**Sizing map**

Scale: 2 px per um.
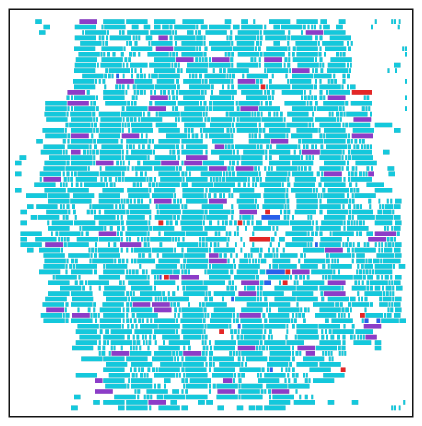
**Port wiring**

Scale: 2 px per um.
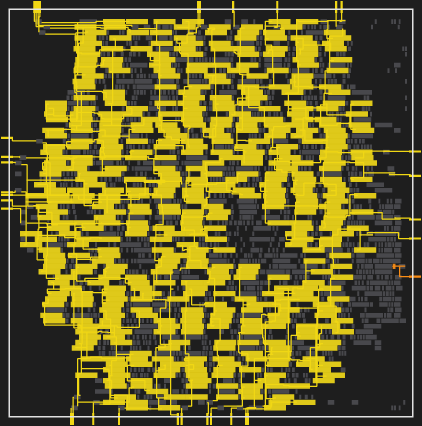
**M1 wires**

Scale: 3 px per um. Supply wires on this layer in grey. Cells faint in the background.
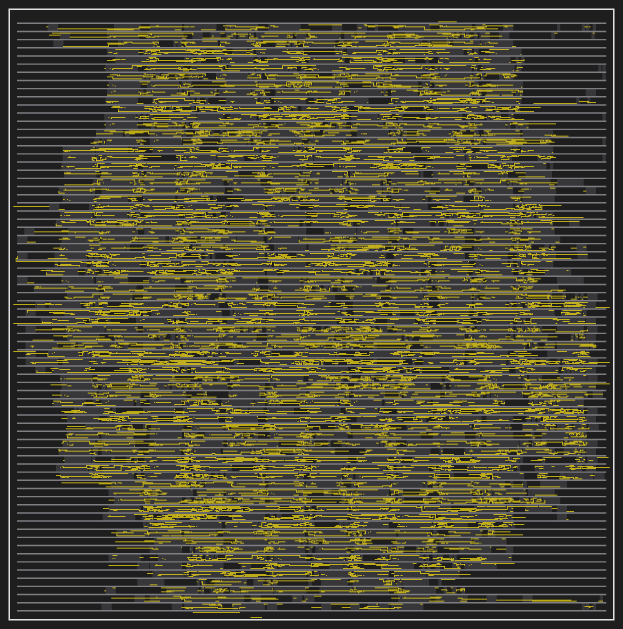
**Cell density map**

Scale: 2 px per um. 20 x 20 tiles, from dark blue (low) to red (high), 0 to 100% covered.
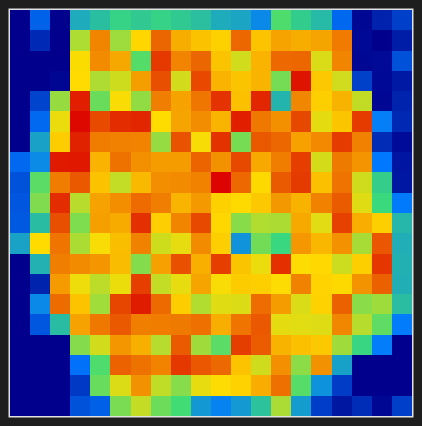
**Placement view**

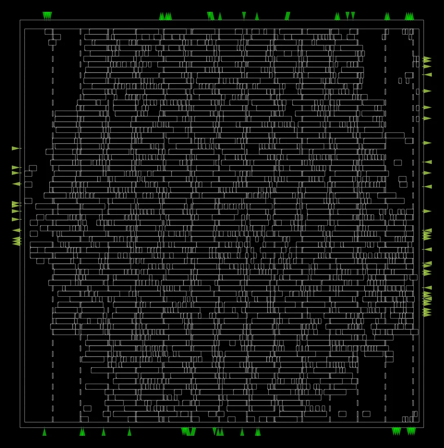
===== config.mk =====
export PLATFORM = sky130hd
export DESIGN_NAME = rnn_input_feeder_flat
export DESIGN_NICKNAME = d
export VERILOG_FILES = /design/src/rtl/rnn_input_feeder_if.sv /design/src/rtl/rnn_input_feeder.sv /design/src/flat_wrapper.sv
export SDC_FILE = /design/constraint.sdc
export NUM_CORES = 1
export LEC_CHECK = 0
export ABC_AREA = 1
export CAP_MARGIN = 10
export CORE_AREA = 2 2 199 201
export CTS_CLUSTER_DIAMETER = 50
export DETAILED_ROUTE_END_ITERATION = 8
export DIE_AREA = 0 0 201 203
export PLACE_DENSITY = 0.78
export RECOVER_POWER = 100
export SYNTH_ARGS = -nofsm -noshare
export SYNTH_HDL_FRONTEND = slang
export SYNTH_SLANG_ARGS = --single-unit

===== constraint.sdc =====
create_clock -name clk -period 8.3 [get_ports clk]
set_clock_uncertainty 0.1 [all_clocks]
set_input_delay 1.245 -clock clk [delete_from_list [all_inputs] [get_ports clk]]
set_output_delay 1.245 -clock clk [all_outputs]
set_load 0.01 [all_outputs]

===== src/rtl/rnn_input_feeder_if.sv =====
// rnn_input_feeder_if -- bundle of the host push channel and the core-side
// signals of the RNN input feeder.
//   Host side : s_valid, s_data (in to feeder), s_ready (out of feeder)
//   Core side : busy, i_en (in to feeder), ready, idata (out of feeder)
//   Status    : level, underrun, done, word_cnt (out of feeder)
// modport slave  : the feeder itself
// modport master : whoever drives the host and core sides
interface rnn_input_feeder_if #(
  parameter int ADDR_W = 4
);
  logic              s_valid;
  logic [31:0]       s_data;
  logic              s_ready;
  logic              busy;
  logic              i_en;
  logic              ready;
  logic [31:0]       idata;
  logic [ADDR_W:0]   level;
  logic              underrun;
  logic              done;
  logic [15:0]       word_cnt;

  modport slave (
    input  s_valid, s_data, busy, i_en,
    output s_ready, ready, idata, level, underrun, done, word_cnt
  );

  modport master (
    output s_valid, s_data, busy, i_en,
    input  s_ready, ready, idata, level, underrun, done, word_cnt
  );
endinterface


===== src/rtl/rnn_input_feeder.sv =====
// rnn_input_feeder -- upstream stage of the RNN core.
// Buffers 32-bit input vectors pushed by the host in a circular FIFO and
// presents the oldest one in a show-ahead head register (idata). The core
// consumes the head with i_en. A small FSM issues a one-shot ready start
// request to the core, tracks its busy window and pulses done when it ends.
// Ports:
//   clk    : single clock, rising edge
//   reset  : asynchronous, active-high, clears all state
//   feed   : rnn_input_feeder_if.slave (push channel, core handshake, status)
// Optional build macro RNN_FEED_CNT_EN: when defined, word_cnt counts
// consumed words (wrapping, cleared on reset and on each new start);
// otherwise word_cnt is tied to zero.
module rnn_input_feeder #(
  parameter int DEPTH        = 16,
  parameter int ADDR_W       = 4,
  parameter int START_THRESH = 1
) (
  input  logic                clk,
  input  logic                reset,
  rnn_input_feeder_if.slave   feed
);

  typedef enum logic [1:0] {S_IDLE, S_START, S_RUN, S_DONE} state_e;

  localparam logic [ADDR_W:0] DEPTH_L  = (ADDR_W+1)'(DEPTH);
  localparam logic [ADDR_W:0] THRESH_L = (ADDR_W+1)'(START_THRESH);

  logic [31:0]       mem_q [DEPTH];
  logic [ADDR_W-1:0] wr_ptr_q, rd_ptr_q;
  logic [ADDR_W:0]   count_q, count_d;
  logic [31:0]       head_q;
  logic              head_valid_q;
  logic              underrun_q;
  state_e            state_q, state_d;
  logic              ready_q, ready_d;
  logic              done_q, done_d;

  logic              s_ready_w;
  logic              push, pop, consume;
  logic [ADDR_W:0]   level_w;

  // A full FIFO refuses pushes even if a pop happens on the same edge.
  assign s_ready_w = (count_q < DEPTH_L);
  assign push      = feed.s_valid & s_ready_w;
  assign consume   = feed.i_en & head_valid_q;
  // The head is (re)loaded whenever it is empty or being consumed.
  assign pop       = (count_q != '0) & (~head_valid_q | feed.i_en);
  assign level_w   = count_q + {{ADDR_W{1'b0}}, head_valid_q};

  always_comb begin
    count_d = count_q;
    case ({push, pop})
      2'b10:   count_d = count_q + 1'b1;
      2'b01:   count_d = count_q - 1'b1;
      default: count_d = count_q;
    endcase
  end

  // NOTE: the storage array carries no reset; only pointers and count define
  // which entries are meaningful, so clearing the data would be wasted logic.
  always_ff @(posedge clk) begin
    if (push) mem_q[wr_ptr_q] <= feed.s_data;
  end

  // NOTE: state registers use non-blocking assignments so every flop samples
  // pre-edge values regardless of statement order.
  always_ff @(posedge clk or posedge reset) begin
    if (reset) begin
      wr_ptr_q     <= '0;
      rd_ptr_q     <= '0;
      count_q      <= '0;
      head_q       <= '0;
      head_valid_q <= 1'b0;
      underrun_q   <= 1'b0;
    end else begin
      count_q <= count_d;
      if (push) wr_ptr_q <= wr_ptr_q + 1'b1;
      if (pop) begin
        rd_ptr_q     <= rd_ptr_q + 1'b1;
        head_q       <= mem_q[rd_ptr_q];
        head_valid_q <= 1'b1;
      end else if (consume) begin
        // idata keeps its last value once the buffer runs dry.
        head_valid_q <= 1'b0;
      end
      if (feed.i_en && !head_valid_q) underrun_q <= 1'b1;
    end
  end

  // Start/busy tracking FSM, outputs registered.
  // NOTE: every always_comb output gets a default first so no path can
  // leave it unassigned and infer a latch.
  always_comb begin
    state_d = state_q;
    ready_d = 1'b0;
    done_d  = 1'b0;
    case (state_q)
      S_IDLE: begin
        // A core that is already busy is tracked without a start request.
        if (feed.busy) begin
          state_d = S_RUN;
        end else if (head_valid_q && (level_w >= THRESH_L)) begin
          state_d = S_START;
          ready_d = 1'b1;
        end
      end
      S_START: begin
        if (feed.busy) state_d = S_RUN;
        else           ready_d = 1'b1;
      end
      S_RUN: begin
        if (!feed.busy) begin
          state_d = S_DONE;
          done_d  = 1'b1;
        end
      end
      S_DONE:  state_d = S_IDLE;
      default: state_d = S_IDLE;
    endcase
  end

  always_ff @(posedge clk or posedge reset) begin
    if (reset) begin
      state_q <= S_IDLE;
      ready_q <= 1'b0;
      done_q  <= 1'b0;
    end else begin
      state_q <= state_d;
      ready_q <= ready_d;
      done_q  <= done_d;
    end
  end

`ifdef RNN_FEED_CNT_EN
  logic [15:0] word_cnt_q;
  logic        start_evt;

  assign start_evt = (state_q == S_IDLE) && (state_d == S_START);

  always_ff @(posedge clk or posedge reset) begin
    if (reset)          word_cnt_q <= '0;
    else if (start_evt) word_cnt_q <= '0;
    else if (consume)   word_cnt_q <= word_cnt_q + 1'b1;
  end

  assign feed.word_cnt = word_cnt_q;
`else
  assign feed.word_cnt = 16'h0000;
`endif

  assign feed.s_ready  = s_ready_w;
  assign feed.ready    = ready_q;
  assign feed.idata    = head_q;
  assign feed.level    = level_w;
  assign feed.underrun = underrun_q;
  assign feed.done     = done_q;

endmodule

===== src/flat_wrapper.sv =====
// flat-port wrapper written by rule: the top's interface ports become plain ports
module rnn_input_feeder_flat 
#(
  parameter int DEPTH        = 16,
  parameter int ADDR_W       = 4,
  parameter int START_THRESH = 1
)
  (clk, reset, feed_s_valid, feed_s_data, feed_busy, feed_i_en, feed_s_ready, feed_ready, feed_idata, feed_level, feed_underrun, feed_done, feed_word_cnt);
  rnn_input_feeder_if #(.ADDR_W(ADDR_W)) feed_i ();
  input  logic clk;
  input  logic reset;
  input wire logic [$bits(feed_i.s_valid)-1:0] feed_s_valid;
  input wire logic [$bits(feed_i.s_data)-1:0] feed_s_data;
  input wire logic [$bits(feed_i.busy)-1:0] feed_busy;
  input wire logic [$bits(feed_i.i_en)-1:0] feed_i_en;
  output wire logic [$bits(feed_i.s_ready)-1:0] feed_s_ready;
  output wire logic [$bits(feed_i.ready)-1:0] feed_ready;
  output wire logic [$bits(feed_i.idata)-1:0] feed_idata;
  output wire logic [$bits(feed_i.level)-1:0] feed_level;
  output wire logic [$bits(feed_i.underrun)-1:0] feed_underrun;
  output wire logic [$bits(feed_i.done)-1:0] feed_done;
  output wire logic [$bits(feed_i.word_cnt)-1:0] feed_word_cnt;
  assign feed_i.s_valid = feed_s_valid;
  assign feed_i.s_data = feed_s_data;
  assign feed_i.busy = feed_busy;
  assign feed_i.i_en = feed_i_en;
  assign feed_s_ready = feed_i.s_ready;
  assign feed_ready = feed_i.ready;
  assign feed_idata = feed_i.idata;
  assign feed_level = feed_i.level;
  assign feed_underrun = feed_i.underrun;
  assign feed_done = feed_i.done;
  assign feed_word_cnt = feed_i.word_cnt;
  rnn_input_feeder #(.DEPTH(DEPTH), .ADDR_W(ADDR_W), .START_THRESH(START_THRESH)) u_core (.clk(clk), .reset(reset), .feed(feed_i));
endmodule

==> writeup.txt <==
The run finished, with violations left. The final reports fail on capacitance limit, slew limit. The net count of the finished layout is 1998. The plain and repair buffers instantiated in the layout total 105.

In this run the static leakage power is 9.25 nW. The average instance in the mapped netlist occupies 12.0 um^2. In the setup report, the worst path falls into the class flop to flop. The number of routed nets with antenna violations is 0, and the fraction of area in non-clock buffers is 0.0358. Setup repair after global routing left no endpoint under its margin. Measured along the y axis, the die boundary spans 203 um. With the remaining global-route overflow at 0, the global-route wire length before repair is 79700 um. The final layout report lists a non-clock inverter count of 40.

The congestion estimate from routability-driven global placement came to 0.836. The number of global-route vias before repair came out at 14549. The kind of cell with the highest combined delay along the critical path is buffers and inverters. The logs give 2 for the H-tree depth and 6170 ps for the arrival time of data at the critical path endpoint.

Counting flops and latches in the post-synthesis netlist gives 563. The HPWL after detailed placement was 27000 um; the die outline width was 201 um. Share of total power in sequential cells: 0.413. The run gives 512 for the number of flip-flops under the largest register name. Post-CTS repair changed the size of 0 cells. The timing report shows that the slowest cell on the worst path is sky130_fd_sc_hd__clkbuf_1. Total buffers and inverters traversed by the critical path: 2.

With the highest clock rate at 173 MHz, the longest individual stage delay on the worst path is 2910 ps. The floorplan step defined a die boundary enclosing 0.0408 mm^2. The number of antenna violations at the first check in global routing came out at 1. Storage element area: 0.0167 mm^2. TritonCTS built the clock tree.

The signed area change from the synthesized netlist to the final layout was 11.3%; the hold buffer count at CTS was 0. The first detailed-routing pass ran for 5 iterations. Endpoint of the lowest-slack register-to-register path: u_core.feed.idata[15].

The final number of hold-violating endpoints is 0. By instance count after routing, the leading logic cell type is sky130_fd_sc_hd__nand2_1. According to the timing report, the critical path is captured at u_core.feed.idata[15]. Ranking logic cells in the layout by count gives the top entries sky130_fd_sc_hd__nand2_1, sky130_fd_sc_hd__edfxtp_1, sky130_fd_sc_hd__nand3_1, sky130_fd_sc_hd__nor2_1, sky130_fd_sc_hd__a21oi_1. The timing report lists the critical path depth as 8 cells. For the max-capacitance violation count, the log shows 21. The later pin in the worst-skew pair is clocked with a latency of 570 ps.

After routing, the total negative slack on setup checks comes to 0 ps. For this run, combinational gates with multiple inputs come to 1183. The run gives 352 ps as the worst hold-check slack.

The run gives 0.352 for the switching part of the total power. Pins over their slew limit in the final report were tallied at 498. STA on the placed design reports a worst setup slack of 3610 ps. Count of unique library cells instantiated by Yosys: 31.
About 'sizing map':
| size | colour | cells | share | most used |
|---|---|---|---|---|
| drive 6 and up | purple | 70 | 3.5% | clkbuf_16 |
| drive 3 to 4 | red | 12 | 0.60% | buf_4 |
| drive 1 or less | cyan | 1895 | 95% | nand2_1 |
| drive 2 | blue | 11 | 0.55% | clkinv_2 |

About 'port wiring':
| port | colour | bits | direction | edge | end cells | wire |
|---|---|---|---|---|---|---|
| `feed_s_data` | yellow | 32 | input | 11 south, 10 north, 7 west, 4 east | 512 | 5310 um |
| `feed_s_valid` | orange | 1 | input | east | 1 | 17.0 um |
number of primary I/O pins: 94
Port-buffer cells: 77

About 'M1 wires':
wire length on this layer: 20000 um
longest straight run: 55.7 um
nets with wire on the layer: 1849
main direction: horizontal
share of all routed wire: 39%

About 'cell density map':
mean over tiles: 61%
fullest tile: 100%
nearly empty tiles: 11%
tiles over 75% full: 49%

About 'placement view':
TAP cells: 518
row count: 72
share of cell area taken by flip-flops and latches: 0.656
flip-flops: 563
number of fill cells: 2665

[routing by layer]
layer / share of wire / global-route usage
met5: 0.00018 / 0
met4: 0.031 / 0.100
met3: 0.098 / 0.0509
met2: 0.48 / 0.414
met1: 0.39 / 0.338
[cell usage after synthesis]
| cell type | count | area [um^2] |
|---|---|---|
| sky130_fd_sc_hd__nor3_1 | 13 | 65.1 |
| sky130_fd_sc_hd__xor2_1 | 8 | 70.1 |
| sky130_fd_sc_hd__ha_1 | 14 | 175 |
| sky130_fd_sc_hd__or2_2 | 1 | 6.26 |
| sky130_fd_sc_hd__inv_6 | 1 | 8.76 |
| sky130_fd_sc_hd__buf_4 | 33 | 248 |
| sky130_fd_sc_hd__nand3_1 | 281 | 1410 |
| sky130_fd_sc_hd__inv_1 | 36 | 135 |
| sky130_fd_sc_hd__conb_1 | 1 | 3.75 |
| sky130_fd_sc_hd__o22ai_1 | 21 | 131 |
| sky130_fd_sc_hd__buf_1 | 4 | 15.0 |
| sky130_fd_sc_hd__buf_2 | 47 | 235 |
| sky130_fd_sc_hd__nor3_2 | 1 | 10.0 |
| sky130_fd_sc_hd__o21ai_0 | 50 | 250 |
| sky130_fd_sc_hd__clkbuf_1 | 18 | 67.6 |
| sky130_fd_sc_hd__o21ai_1 | 8 | 40.0 |
| sky130_fd_sc_hd__buf_6 | 21 | 236 |
| sky130_fd_sc_hd__edfxtp_1 | 512 | 15400 |
| sky130_fd_sc_hd__a31oi_1 | 1 | 6.26 |
| sky130_fd_sc_hd__nand4_1 | 2 | 12.5 |
| sky130_fd_sc_hd__a21o_1 | 1 | 7.51 |
| sky130_fd_sc_hd__nand2_1 | 580 | 2180 |
| sky130_fd_sc_hd__xnor2_1 | 2 | 17.5 |
| sky130_fd_sc_hd__o211ai_1 | 1 | 7.51 |
| sky130_fd_sc_hd__nand2_2 | 1 | 6.26 |
| sky130_fd_sc_hd__nor2_1 | 94 | 353 |
| sky130_fd_sc_hd__a21oi_1 | 87 | 435 |
| sky130_fd_sc_hd__fa_1 | 1 | 20.0 |
| sky130_fd_sc_hd__buf_8 | 2 | 30.0 |
| sky130_fd_sc_hd__inv_2 | 3 | 11.3 |
| sky130_fd_sc_hd__dfrtp_1 | 51 | 1280 |
[kinds of logic after synthesis]
| kind of cell | count (synthesis) | synth area share |
|---|---|---|
| flops | 563 | 0.729 |
| simple gates | 973 | 0.177 |
| compound gates | 169 | 0.0385 |
| other cells | 1 | 0.000164 |
| xor+xnor | 10 | 0.00384 |
| fa+ha+maj | 15 | 0.00855 |
| buf+inv | 165 | 0.0432 |
[worst min-delay path by stage]
| stage | slack (ps) | to | cells past startpoint |
|---|---|---|---|
| 6_report | 350 | u_core.feed.underrun | 1 |
| 5_1_grt | 390 | u_core.feed.underrun | 1 |
| 2_1_floorplan | 370 | u_core.state_q[1] | 2 |
| 3_5_place_dp | 350 | u_core.feed.underrun | 1 |
| 4_1_cts | 360 | u_core.feed.underrun | 1 |
| 3_3_place_gp | 340 | u_core.feed.underrun | 1 |
Power figures rest on the tool's default switching activity, not on a simulated workload.
